## src/rtl/muldiv_unit_if.sv

```systemverilog
// Handshake and register-file-side bundle between the MIPS core and the
// iterative multiply/divide unit.
interface muldiv_unit_if #(
  parameter int WIDTH = 32
);
  logic             start;
  logic [1:0]       op;
  logic [WIDTH-1:0] a;
  logic [WIDTH-1:0] b;
  logic             abort;
  logic             hi_we;
  logic             lo_we;
  logic [WIDTH-1:0] wdata;
  logic             busy;
  logic             done;
  logic [WIDTH-1:0] hi;
  logic [WIDTH-1:0] lo;

  modport master (
    output start, op, a, b, abort, hi_we, lo_we, wdata,
    input  busy, done, hi, lo
  );

  modport slave (
    input  start, op, a, b, abort, hi_we, lo_we, wdata,
    output busy, done, hi, lo
  );
endinterface

```

## src/rtl/muldiv_unit.sv

```systemverilog
// Radix-2 iterative MULT/MULTU/DIV/DIVU unit with architectural HI/LO.
// Magnitudes are processed unsigned; signs are fixed up in a final cycle.
module muldiv_unit #(
  parameter  int WIDTH = 32,
  localparam int CNT_W = $clog2(WIDTH) + 1
) (
  input logic          clk,
  input logic          rst_n,
  muldiv_unit_if.slave bus
);

  typedef enum logic [1:0] {
    S_IDLE,
    S_CALC,
    S_FIX
  } state_t;

  state_t             state;
  state_t             state_nxt;
  logic [CNT_W-1:0]   cnt;
  logic [2*WIDTH-1:0] acc;       // {hi half / remainder, lo half / quotient}
  logic [WIDTH-1:0]   opnd;      // multiplicand or divisor magnitude
  logic               is_div;
  logic               neg_q;
  logic               neg_r;
  logic               done_q;
  logic [WIDTH-1:0]   hi_q;
  logic [WIDTH-1:0]   lo_q;

  logic               signed_op;
  logic               a_sgn;
  logic               b_sgn;
  logic [WIDTH-1:0]   a_abs;
  logic [WIDTH-1:0]   b_abs;
  logic               last_iter;
  logic [WIDTH:0]     mul_sum;
  logic [WIDTH:0]     div_shift;
  logic [WIDTH:0]     div_diff;
  logic [2*WIDTH-1:0] prod_fix;
  logic [WIDTH-1:0]   quo_fix;
  logic [WIDTH-1:0]   rem_fix;

  assign signed_op = ~bus.op[0];
  assign a_sgn     = signed_op & bus.a[WIDTH-1];
  assign b_sgn     = signed_op & bus.b[WIDTH-1];
  assign a_abs     = a_sgn ? -bus.a : bus.a;
  assign b_abs     = b_sgn ? -bus.b : bus.b;
  assign last_iter = (cnt == CNT_W'(WIDTH - 1));

  // Multiply step: add multiplicand into the upper half when the current
  // multiplier bit (acc[0]) is set, then shift the whole accumulator right.
  assign mul_sum   = {1'b0, acc[2*WIDTH-1:WIDTH]} + (acc[0] ? {1'b0, opnd} : '0);

  // Divide step: shift the next dividend bit into the partial remainder and
  // trial-subtract; a borrow in the top bit means restore.
  assign div_shift = {acc[2*WIDTH-1:WIDTH], acc[WIDTH-1]};
  assign div_diff  = div_shift - {1'b0, opnd};

  assign prod_fix  = neg_q ? -acc : acc;
  assign rem_fix   = neg_r ? -acc[2*WIDTH-1:WIDTH] : acc[2*WIDTH-1:WIDTH];
  // Divide by zero yields all-ones quotient; the remainder path already
  // returns the signed dividend because every trial subtract of zero succeeds.
  assign quo_fix   = (opnd == '0) ? '1 :
                     (neg_q ? -acc[WIDTH-1:0] : acc[WIDTH-1:0]);

  always_ff @(posedge clk or negedge rst_n) begin
    // NOTE: sequential state uses non-blocking assignments so every register
    // samples pre-edge values regardless of statement order.
    if (!rst_n) state <= S_IDLE;
    else        state <= state_nxt;
  end

  always_comb begin
    // NOTE: default first so no path leaves state_nxt unassigned (no latch).
    state_nxt = state;
    case (state)
      S_IDLE:  if (bus.start) state_nxt = S_CALC;
      S_CALC: begin
        if (bus.abort)     state_nxt = S_IDLE;
        else if (last_iter) state_nxt = S_FIX;
      end
      S_FIX:   state_nxt = S_IDLE;
      default: state_nxt = S_IDLE;
    endcase
  end

  always_ff @(posedge clk or negedge rst_n) begin
    if (!rst_n) begin
      cnt    <= '0;
      acc    <= '0;
      opnd   <= '0;
      is_div <= 1'b0;
      neg_q  <= 1'b0;
      neg_r  <= 1'b0;
    end else begin
      case (state)
        S_IDLE: begin
          if (bus.start) begin
            cnt    <= '0;
            is_div <= bus.op[1];
            neg_q  <= a_sgn ^ b_sgn;
            neg_r  <= a_sgn & bus.op[1];
            if (bus.op[1]) begin
              acc  <= {{WIDTH{1'b0}}, a_abs};
              opnd <= b_abs;
            end else begin
              acc  <= {{WIDTH{1'b0}}, b_abs};
              opnd <= a_abs;
            end
          end
        end
        S_CALC: begin
          cnt <= cnt + 1'b1;
          if (is_div)
            acc <= {(div_diff[WIDTH] ? div_shift[WIDTH-1:0] : div_diff[WIDTH-1:0]),
                    acc[WIDTH-2:0], ~div_diff[WIDTH]};
          else
            acc <= {mul_sum, acc[WIDTH-1:1]};
        end
        default: ;
      endcase
    end
  end

  // HI/LO: an operation result wins in the FIX cycle; MTHI/MTLO only land
  // while idle, so writes issued during an operation are dropped.
  always_ff @(posedge clk or negedge rst_n) begin
    if (!rst_n) begin
      done_q <= 1'b0;
      hi_q   <= '0;
      lo_q   <= '0;
    end else begin
      done_q <= 1'b0;
      if (state == S_FIX && !bus.abort) begin
        done_q <= 1'b1;
        if (is_div) begin
          hi_q <= rem_fix;
          lo_q <= quo_fix;
        end else begin
          hi_q <= prod_fix[2*WIDTH-1:WIDTH];
          lo_q <= prod_fix[WIDTH-1:0];
        end
      end else if (state == S_IDLE) begin
        if (bus.hi_we) hi_q <= bus.wdata;
        if (bus.lo_we) lo_q <= bus.wdata;
      end
    end
  end

  assign bus.busy = (state != S_IDLE);
  assign bus.done = done_q;
  assign bus.hi   = hi_q;
  assign bus.lo   = lo_q;

endmodule

```

## src/flat_wrapper.sv

```systemverilog
// flat-port wrapper written by rule: the top's interface ports become plain ports
module muldiv_unit_flat 
#(
  parameter  int WIDTH = 32,
  localparam int CNT_W = $clog2(WIDTH) + 1
)
  (clk, rst_n, bus_start, bus_op, bus_a, bus_b, bus_abort, bus_hi_we, bus_lo_we, bus_wdata, bus_busy, bus_done, bus_hi, bus_lo);
  muldiv_unit_if #(.WIDTH(WIDTH)) bus_i ();
  input logic clk;
  input logic rst_n;
  input wire logic [$bits(bus_i.start)-1:0] bus_start;
  input wire logic [$bits(bus_i.op)-1:0] bus_op;
  input wire logic [$bits(bus_i.a)-1:0] bus_a;
  input wire logic [$bits(bus_i.b)-1:0] bus_b;
  input wire logic [$bits(bus_i.abort)-1:0] bus_abort;
  input wire logic [$bits(bus_i.hi_we)-1:0] bus_hi_we;
  input wire logic [$bits(bus_i.lo_we)-1:0] bus_lo_we;
  input wire logic [$bits(bus_i.wdata)-1:0] bus_wdata;
  output wire logic [$bits(bus_i.busy)-1:0] bus_busy;
  output wire logic [$bits(bus_i.done)-1:0] bus_done;
  output wire logic [$bits(bus_i.hi)-1:0] bus_hi;
  output wire logic [$bits(bus_i.lo)-1:0] bus_lo;
  assign bus_i.start = bus_start;
  assign bus_i.op = bus_op;
  assign bus_i.a = bus_a;
  assign bus_i.b = bus_b;
  assign bus_i.abort = bus_abort;
  assign bus_i.hi_we = bus_hi_we;
  assign bus_i.lo_we = bus_lo_we;
  assign bus_i.wdata = bus_wdata;
  assign bus_busy = bus_i.busy;
  assign bus_done = bus_i.done;
  assign bus_hi = bus_i.hi;
  assign bus_lo = bus_i.lo;
  muldiv_unit #(.WIDTH(WIDTH)) u_core (.clk(clk), .rst_n(rst_n), .bus(bus_i));
endmodule
```

## config.mk

```make
export PLATFORM = sky130hd
export DESIGN_NAME = muldiv_unit_flat
export DESIGN_NICKNAME = d
export VERILOG_FILES = /design/src/rtl/muldiv_unit_if.sv /design/src/rtl/muldiv_unit.sv /design/src/flat_wrapper.sv
export SDC_FILE = /design/constraint.sdc
export NUM_CORES = 1
export LEC_CHECK = 0
export CAP_MARGIN = 20
export CORE_AREA = 5 5 200 163
export DETAILED_ROUTE_END_ITERATION = 6
export DIE_AREA = 0 0 205 168
export GPL_TIMING_DRIVEN = 0
export PLACE_DENSITY = 0.75
export SKIP_CTS_REPAIR_TIMING = 1
export SYNTH_ARGS = -nofsm -noshare
export SYNTH_HDL_FRONTEND = slang
export SYNTH_SLANG_ARGS = --single-unit
```

## constraint.sdc

```tcl
create_clock -name clk -period 6.7 [get_ports clk]
set_input_delay 1.005 -clock clk [delete_from_list [all_inputs] [get_ports clk]]
set_output_delay 1.005 -clock clk [all_outputs]
set_load 0.05 [all_outputs]
```

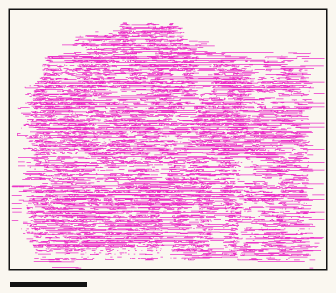
*The metal 1 layer, run 1*
Bar = 50 um.
nets with wire on the layer: 2126
share of all routed wire: 45%
wire length on this layer: 24.4 mm
longest straight run: 54.3 um

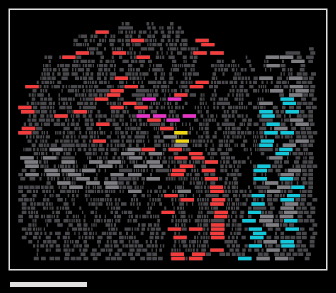
*Sequential cells grouped by signal name, run 1*
Bar = 50 um. Other sequential cells in the stronger grey, the rest of the logic in the fainter grey.
legend:
  red:
    signal: u_core.acc
    placed_flops: 64
  yellow:
    signal: u_core.state
    placed_flops: 2
  magenta:
    signal: u_core.cnt
    placed_flops: 6
    where: middle
  cyan:
    signal: u_core.bus.lo
    placed_flops: 32
not coloured: 68

==> GITHUB_STEP_SUMMARY, run 1 <==
## Synthesis and layout report

| Metric | Value |
|---|---|
| Distinct cells, synth | 72 |
| Share of layout cells above drive strength 1 | just under 4% |
| Commonest Layout Cell | nor2_1 |
| Num rows | around 57 |
| Initial Util | approximately half |
| Cells after synthesis | between 1500 and 2000 |
| Routed wire length | approximately 54 mm |
| NetSw | 5.209 mW |
| Worst Skew | 0.01093 ns |
| Non-Filler Instances | about 2500 |
| Status | complete, no violations |
| Min Tclk post-route | about 4.5 ns |
| Worst r2r dst | u_core.acc[62] |
| Worst Path Required | around 7 ns |
| TritonCTS clock tree | done |
| Design area | approximately 18000 um^2 |
| Hold Slack | between 0.4 and 0.5 ns |
| Pwr dens | around 540 nW/um^2 |
| CTS Buffer Depth | 2 |
| Fraction of registers with async set/reset | 100.0% |
| Warnings, synthesis | 0 |
| Chip Area | about 34000 um^2 |
| H-tree levels | 4 |
| Worst VDD drop | between 0.2 and 0.3 mV |
| Met3 GRT Util | between 4 and 5% |
| RSZ-0062 raised after global routing | false |
| Post-synthesis compound-gate area fraction | 24.07% |
| Total Power | 9.681 mW |
| OpenROAD warning count | 26 |
| CTS clk-pin slew, worst paths | around 0.07 ns |
| Area fraction in mux cells | under 10% |
| Comb power | ~6.5 mW |
| Yosys stat area | around 15000 um^2 |
| Met1 usage | a little under half |
| Crit path top cell by count | o21ai_0 |
| Endpoints failing setup | 0 |
| Critical-path maximum fanout | 10 |
| # diodes | 0 |
| Grt ovf | 0 |
| Max-cap viol count | 0 |
| Combinational power share | 67.2% |
| Final slew viol count | 0 |
| Top cells excl fill/tap | 213 x nor2_1, 189 x nand2_1, 184 x a21oi_1 |
| Initial DRC count | 1860 |
| Critical Path End Type | flip-flop |
| Post-synth net total | 2079 |
| Worst path max stage delay | 0.66 ns |
| Crit path launch type | flip-flop |
| Cell Chain, Critical Path | inv_1 -> clkbuf_1 -> nor2_1 -> ha_1 -> o21ai_0 -> nor2_1 -> o31ai_1 -> o21ai_0 -> a2111oi_0 -> o21ai_0 -> nand3_1 -> a31o_2 -> o21ai_0 -> xnor2_1 -> o211ai_1 |
| CP max-delay cell | o21ai_0 |
| Setup crit end | u_core.acc[62] |
| Critical path depth | 15 |
| R2r startpoint | u_core.acc[0] |
| Drt wl/cell | 21.57 um |
| Finished Core Util | about three fifths |
| Final worst slack | 2.200 ns |
| Max_slew headroom | a little over two fifths |
| Pre-CTS setup slack | roughly 2.4 ns |
| EDFF count, synth | 0 |
| Core area | between 30000 and 40000 um^2 |
| Worst slew pin tran | around 0.84 ns |
| Period utilization | between 60% and 70% |
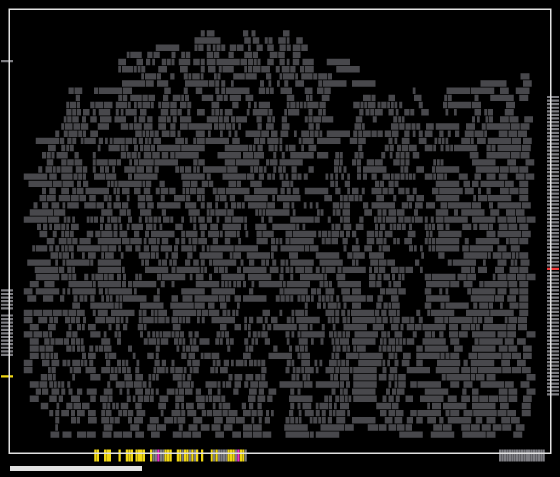
*I/O pins on the die edge, run 1*
Bar = 50 um. Pins as bars across the die edge, other pins in grey.
legend:
  magenta:
    port: bus_op
    pins: 2
    direction: input
    edge: bottom
  yellow:
    port: bus_a
    pins: 32
    direction: input
    edge: 31 bottom, 1 left
  red:
    port: bus_hi_we
    pins: 1
    direction: input
    edge: right
all pins by edge: 84 right, 66 bottom, 20 left
die span in y: 168 um
chip width: 205 um

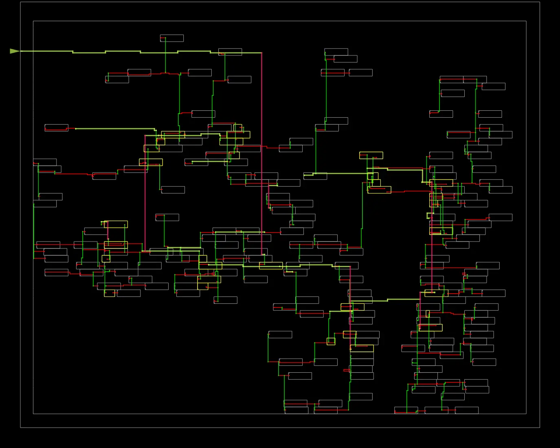
*Clock routing, run 1*
TritonCTS Buffers: 17
clock buffers: 20
clock group total power: 1.01 mW
clk sinks: 172
seq_cells: 172

[run 1: per-layer routing]
metal / wire length, um / share of wire, %
met1: 24370 / 45
met2: 23440 / 43
met3: 5242 / 9.6
met4: 1283 / 2.4
met5: 0 / 0
[run 1: worst reg2reg max path, cell delays in order (launching register included)]
cell       delay [ns]
dfrtp_1          0.52
inv_1            0.23
clkbuf_1         0.37
nor2_1           0.10
ha_1             0.36
o21ai_0          0.10
nor2_1           0.21
o31ai_1          0.16
o21ai_0          0.67
a2111oi_0        0.27
o21ai_0          0.47
nand3_1          0.20
a31o_2           0.26
o21ai_0          0.21
xnor2_1          0.16
o211ai_1         0.09
[run 1: area by class of cell]
cell class              instances  area share [%]
plain buffers                 109           2.447
inverters                      60           1.266
multi-input cells            1563           56.27
repair buffers                170           9.674
clock buffers                  20           2.566
well taps                     413           2.904
flip-flops and latches        172           24.19
clock inverters                12          0.6890
[run 1: cell usage after synthesis (30+ instances only)]
cell type	number	area share, %
nor2_1	213	5.3
nand2_1	189	4.7
a21oi_1	184	6.1
dfrtp_1	172	29
o21ai_0	169	5.6
mux2i_1	110	7.4
xor2_1	100	5.8
clkbuf_1	97	2.4
xnor2_1	74	4.3
ha_1	69	5.8
inv_1	58	1.5
a22oi_1	48	2.4
a21o_1	31	1.6
o21ai_1	30	1.0
[run 1: registers in the layout (all words and copies together), names as in the netlist]
signal and flops:
u_core.neg_q 1, u_core.bus.lo 32, u_core.bus.hi 32, u_core.state 2, u_core.opnd 32, u_core.cnt 6
u_core.acc 64, u_core.bus.done 1, u_core.is_div 1, u_core.neg_r 1
### Close-up of the layout, run 1

Bar = 20 um. Window x 78 to 128, y 93 to 143 um. Cells in grey, sequential cells in the stronger grey; small squares are vias.
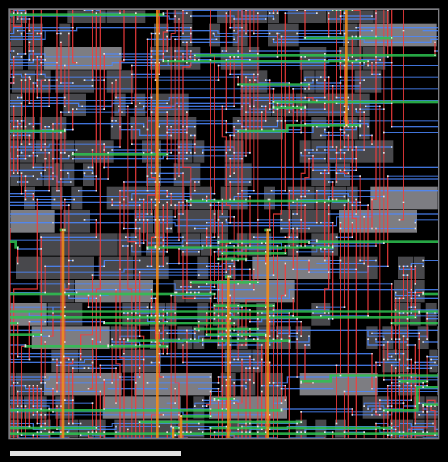

--- run 2 (diff from run 1) ---
--- a/config.mk
+++ b/config.mk
@@ -10,7 +10,7 @@
 export DETAILED_ROUTE_END_ITERATION = 6
 export DIE_AREA = 0 0 205 168
 export GPL_TIMING_DRIVEN = 0
-export PLACE_DENSITY = 0.75
+export PLACE_DENSITY = 0.78
 export SKIP_CTS_REPAIR_TIMING = 1
 export SYNTH_ARGS = -nofsm -noshare
 export SYNTH_HDL_FRONTEND = slang
==> constraint.sdc (replaced) <==
create_clock -name clk -period 3.7 [get_ports clk]
set_input_delay 0.555 -clock clk [delete_from_list [all_inputs] [get_ports clk]]
set_output_delay 0.555 -clock clk [all_outputs]
set_load 0.05 [all_outputs]
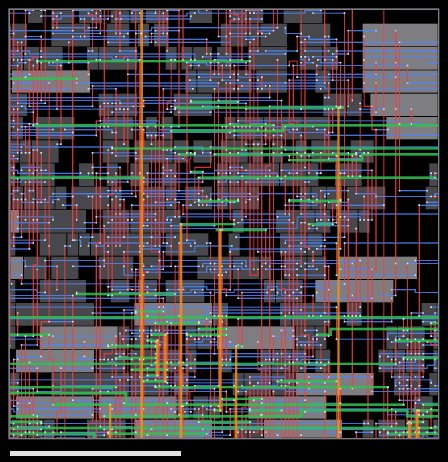
*Close-up of the layout, run 2*
Bar = 20 um. Window x 78 to 128, y 93 to 143 um. Cells in grey, sequential cells in the stronger grey; small squares are vias.
legend:
  orange:
    layer: metal 4
  red:
    layer: metal 2
  blue:
    layer: metal 1
  green:
    layer: metal 3
sequential cells in the window: 18
most frequent: nor2_1 (26), dfrtp_1 (18)
cells with their middle in the window: 197
netlist names of flops here include: u_core.acc (11), u_core.cnt (6)

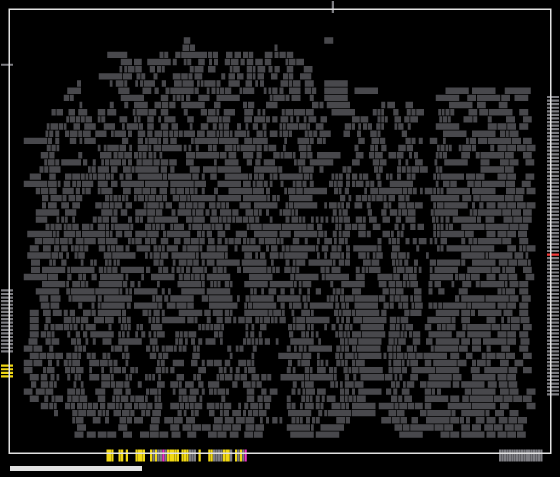
*I/O pins on the die edge, run 2*
Bar = 50 um. Pins as bars across the die edge, other pins in grey.
legend:
  magenta:
    port: bus_op
    pins: 2
    direction: input
    edge: bottom
  yellow:
    port: bus_a
    pins: 32
    direction: input
    edge: 28 bottom, 4 left
  red:
    port: bus_hi_we
    pins: 1
    direction: input
    edge: right
all pins by edge: 84 right, 62 bottom, 23 left, 1 top
I/O Buffers: 168

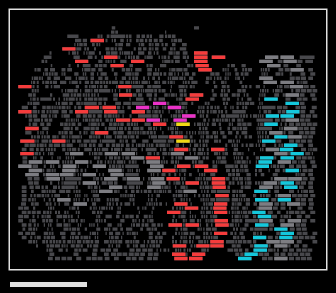
*Sequential cells grouped by signal name, run 2*
Bar = 50 um. Other sequential cells in the stronger grey, the rest of the logic in the fainter grey.
Flop area: 4312 um^2
Seq area share: 23.81%
Finished Core Util: 60.03%
sequential power: 3.92 mW

==> run 2 against run 1 <==
Count of clock-buffer cells in the layout unchanged. Synthesized cell count unchanged. Final cell count increased by 0.67%. Total power increased by 86%. Flip-flop count unchanged. Wire length decreased by 0.39%. Worst setup slack got worse by 2.1 ns. Clock skew increased by 0.0024 ns. Synthesized area unchanged. Non-clock buffer count increased by 17. Combinational power increased by 88%. Sequential power increased by 81%. Largest cell class unchanged. Largest power group unchanged.
==> GITHUB_STEP_SUMMARY, run 2 <==
## Synthesis and layout report

| Metric | Value |
|---|---|
| Status | complete, no violations |
| Synth cell count leaders | 213 x nor2_1, 189 x nand2_1, 184 x a21oi_1, 172 x dfrtp_1, 169 x o21ai_0 |
| Max-cap viol count | 0 |
| Initial DRC count | 2042 |
| Max reg flops | approximately 64 |
| NetSw | between 9 and 10 mW |
| Top reg by flops | u_core.acc |
| Routed wire length | approximately 54 mm |
| Final worst slack | about 0.09 ns |
| Crit path launch type | flip-flop |
| Count leader, synth | nor2_1 |
| Area fraction in mux cells | 8.253% |
| Yosys stat area | 14980 um^2 |
| Leading area contributor after synthesis | dfrtp_1 |
| M1 wire length | between 20 and 25 mm |
| Post-synthesis compound-gate area fraction | between 20% and 30% |
| Initial antenna violation count | 0 |
| TritonCTS clock tree | done |
| H-tree levels | 4 |
| Pwr dens | roughly 1000 nW/um^2 |
| Max_slew headroom | between 30% and 40% |
| Hold Slack | 0.08958 ns |
| Post-synth net total | 2079 |
| Comb power | ~12 mW |
| DR WL met3 | between 5 and 6 mm |
| # diodes | 0 |
| Die span in y | approximately 170 um |
| Clock group total power | around 1.9 mW |
| Worst r2r dst | u_core.acc[41] |
| Worst slew pin tran | 0.8841 ns |
| OpenROAD warning count | 26 |
| Fraction of registers with async set/reset | 100.0% |
| Combinational power share | a little under 70% |
| Grt ovf | 0 |
| R2r startpoint | u_core.acc[36] |
| Commonest Layout Cell | nor2_1 |
| Worst Skew | between 0.01 and 0.015 ns |
| Met1 usage | between 40% and 50% |
| CTS clk-pin slew, worst paths | around 0.07 ns |
| Met3 GRT Util | under 10% |
| CP Class | reg -> reg |
| Distinct cells, synth | a little over 70 |
| Synth area leaders | dfrtp_1 29%, mux2i_1 7.4%, a21oi_1 6.1% |
| Critical-path maximum fanout | 10 |
| Top Metal Used | met4 |
| Met2 WL post-DR | between 20 and 25 mm |
| Core area | 30170 um^2 |
| Non-Filler Instances | about 2500 |
| Worst Path Required | between 4 and 5 ns |
| XOR Share, Synth | 10.17% |
| Endpoints failing setup | 0 |
| Drt wl/cell | roughly 21 um |
| Share of layout cells above drive strength 1 | approximately 5.7% |
| Total Power | roughly 18 mW |
| Router iterations before antenna repair | 6 |
| Final slew viol count | 0 |
| Design area | between 15000 and 20000 um^2 |
| TritonCTS Buffers | 17 |
| Top cell area share | about 29% |
| EDFF count, synth | 0 |
| Clk sinks | ~170 |
| Warnings, synthesis | 0 |
| Synth Flop Type | dfrtp_1 |
| Top cells excl fill/tap | 212 x nor2_1, 189 x nand2_1, 181 x a21oi_1 |
| Min Tclk post-route | 3.609 ns |
| Critical Path End Type | flip-flop |
## run 2: cell count changes in the layout (fill, tap and decap cells not counted), moves of 3 or more
cell	before	now
bufinv_16	0	3
a21oi_2	0	3
buf_4	2	19
a21oi_1	184	181
dfrtp_2	0	6
dfrtp_1	172	166
## run 2: worst max path at each step
stage | startpoint | end | slack (ns)
global placement | rst_n | u_core.opnd[12] | -4.91
global route | u_core.acc[0] | u_core.acc[61] | -0.009
floorplan | u_core.acc[0] | u_core.acc[61] | 0.15
CTS | u_core.acc[0] | u_core.acc[62] | -0.57
finish | u_core.acc[36] | u_core.acc[41] | 0.09
detailed placement | u_core.acc[0] | u_core.acc[62] | -0.51
## run 2: worst max-delay path, cell delays in order (launching register included)
cell and delay [ns]:
dfrtp_2 0.51, ha_1 0.38, a21o_1 0.22, or3_1 0.35, o21ba_4 0.24, o211ai_4 0.24
a31oi_4 0.14, o41ai_4 0.38, o311ai_2 0.16, nor2_4 0.27, buf_2 0.32, a21oi_1 0.12
o21ai_1 0.17
## run 2: final cells by class
cell class | instances | area share [%]
buffer | 109 | 2.542
clock buffer | 20 | 2.411
clock inverter | 12 | 0.9465
inverter | 60 | 1.257
multi-input combinational | 1563 | 55.97
sequential | 172 | 23.81
tap | 413 | 2.853
timing repair buffer | 187 | 10.21
## run 2: cells by family (layout without fill, tap and decap cells)
| logic type | count (synthesis) | in the layout |
|---|---|---|
| buf+inv | 169 | 388 |
| xor+xnor | 174 | 174 |
| compound gates | 593 | 593 |
| flops | 172 | 172 |
| fa+ha+maj | 71 | 71 |
| simple gates | 603 | 603 |
| mux | 122 | 122 |
### The metal 1 layer, run 2

Bar = 50 um.
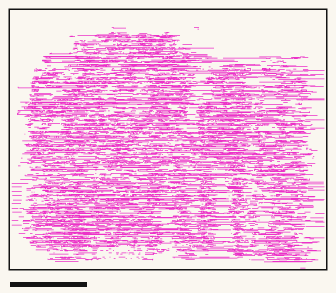

--- run 3 (diff from run 2) ---
--- a/config.mk
+++ b/config.mk
@@ -6,11 +6,12 @@
 export NUM_CORES = 1
 export LEC_CHECK = 0
 export CAP_MARGIN = 20
-export CORE_AREA = 5 5 200 163
+export CORE_AREA = 5 5 194 159
 export DETAILED_ROUTE_END_ITERATION = 6
-export DIE_AREA = 0 0 205 168
+export DIE_AREA = 0 0 199 164
 export GPL_TIMING_DRIVEN = 0
-export PLACE_DENSITY = 0.78
+export HOLD_SLACK_MARGIN = 0.06
+export PLACE_DENSITY = 0.81
 export SKIP_CTS_REPAIR_TIMING = 1
 export SYNTH_ARGS = -nofsm -noshare
 export SYNTH_HDL_FRONTEND = slang
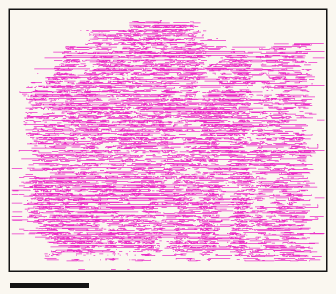
*The metal 1 layer, run 3*
Bar = 50 um.
wire length on this layer: 23.3 mm
nets with wire on the layer: 2115

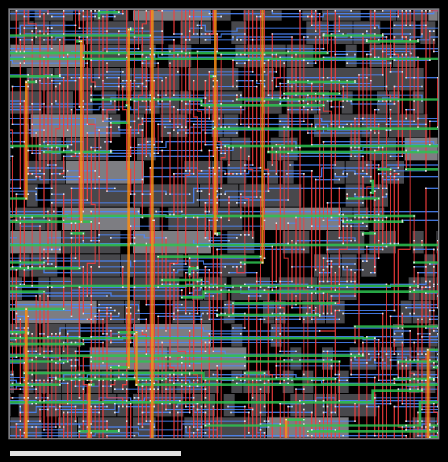
*Close-up of the layout, run 3*
Bar = 20 um. Window x 74 to 124, y 90 to 140 um. Cells in grey, sequential cells in the stronger grey; small squares are vias.

==> run 3 against run 2 <==
Total power grew 0.75%. Clock skew fell by 0.0036 ns. First-iteration DRC count down 4.2%. Non-clock buffer count increased by 2. Worst hold slack worse by 0.0048 ns. Register-to-register slack lost 0.07 ns. Largest cell class unchanged.
==> GITHUB_STEP_SUMMARY, run 3 <==
## Synthesis and layout report

| Metric | Value |
|---|---|
| Chip width | between 150 and 200 um |
| NetSw | a little under 10 mW |
| XOR Share, Synth | 10.17% |
| OpenROAD warning count | 29 |
| Count leader, synth | nor2_1 |
| M1 wire length | roughly 23 mm |
| Chip Area | about 33000 um^2 |
| CTS clk-pin slew, worst paths | 0.08 ns |
| Design area | approximately 18000 um^2 |
| Critical-path maximum fanout | 5 |
| Leading area contributor after synthesis | dfrtp_1 |
| Crit path launch type | flip-flop |
| Finished Core Util | ~63% |
| Commonest Layout Cell | nor2_1 |
| Synth Flop Type | dfrtp_1 |
| Max-cap viol count | 0 |
| Max reg flops | roughly 64 |
| Endpoints failing setup | 0 |
| Initial DRC count | a little under 2000 |
| Final worst slack | between 0.02 and 0.025 ns |
| Combinational power share | about two thirds |
| Yosys stat area | roughly 15000 um^2 |
| Die span in y | 164 um |
| # diodes | 0 |
| Period utilization | just under 100% |
| Max_slew headroom | 44.86% |
| RSZ-0062 raised after global routing | true |
| Top cell area share | between 20% and 30% |
| CTS Buffer Depth | 2 |
| H-tree levels | 4 |
| Pre-CTS setup slack | -0.6053 ns |
| Comb power | between 10 and 15 mW |
| Core area | about 29000 um^2 |
| Worst VDD drop | between 0.8 and 0.9 mV |
| Post-synth net total | slightly above 2000 |
| Met1 usage | a little under half |
| Synth area leaders | dfrtp_1 29%, mux2i_1 7.4%, a21oi_1 6.1% |
| Pwr dens | between 1000 and 1500 nW/um^2 |
| Flop area | approximately 4300 um^2 |
| Initial Util | a little over half |
| Total Power | roughly 18 mW |
| DR WL met3 | 6.098 mm |
| I/O Buffers | 168 |
| TritonCTS clock tree | done |
| Min Tclk post-route | 3.679 ns |
| Area fraction in mux cells | under 10% |
| Status | complete, no violations |
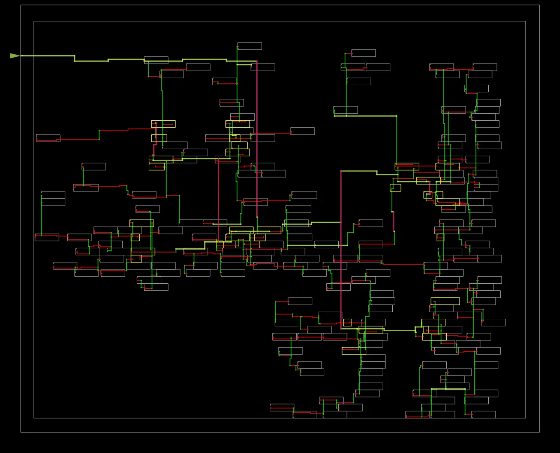
*Clock routing, run 3*
Worst Skew: 0.009700 ns
clock buffers: 17
clock group total power: 1.88 mW

run 3: cell types whose count changed in the layout (fill, tap and decap cells not counted), sizes merged:
cell,previous run,this run
clkinv,1,6
bufinv,3,1
clkbuf,117,115
buf,32,33
clkinvlp,2,3
inv,66,65
run 3: per-stage QoR:
step | setup TNS (ns) | hold WS (ns)
after floorplan | 0 | 0.2594
after global placement | -858.57 | 0.4644
after detailed placement | -7.395 | 0.4703
after CTS | -8.418 | 0.09305
after global routing | -0.4010 | 0.1202
final | 0 | 0.08473
run 3: worst max-delay path: stages, from the launching register on:
cell	delay, ns
dfrtp_2	0.44
inv_4	0.10
buf_8	0.11
nor2_1	0.04
ha_1	0.23
a21o_1	0.19
or3_1	0.37
o22a_1	0.24
a2111o_1	0.50
a31oi_4	0.25
o31ai_4	0.11
o41ai_4	0.41
o21ai_2	0.10
xor2_1	0.15
a22oi_1	0.19
o21ai_1	0.09
run 3: path summary, 6_finish.rpt:
| path | startpoint | end | slack [ns] | cells past startpoint |
|---|---|---|---|---|
| min in group clk | u_core.opnd[21] | u_core.opnd[21] | 0.49 | 1 |
| max in group asynchronous | rst_n | u_core.acc[32] | 2.68 | 2 |
| setup / recovery | u_core.acc[0] | u_core.acc[61] | 0.02 | 15 |
| hold / removal | rst_n | u_core.bus.done | 0.08 | 1 |
| hold reg to reg | u_core.opnd[21] | u_core.opnd[21] | 0.49 | 1 |
| setup reg to reg | u_core.acc[0] | u_core.acc[61] | 0.02 | 15 |
run 3: layout make-up:
type	instances	share of cell area (%)
plain buffers	109	2.569
clock buffers	17	2.348
clock inverters	15	0.9806
inverters	60	1.257
multi-input cells	1563	55.99
flip-flops and latches	172	23.80
well taps	377	2.603
repair buffers	189	10.46
Power figures rest on the tool's default switching activity, not on a simulated workload.
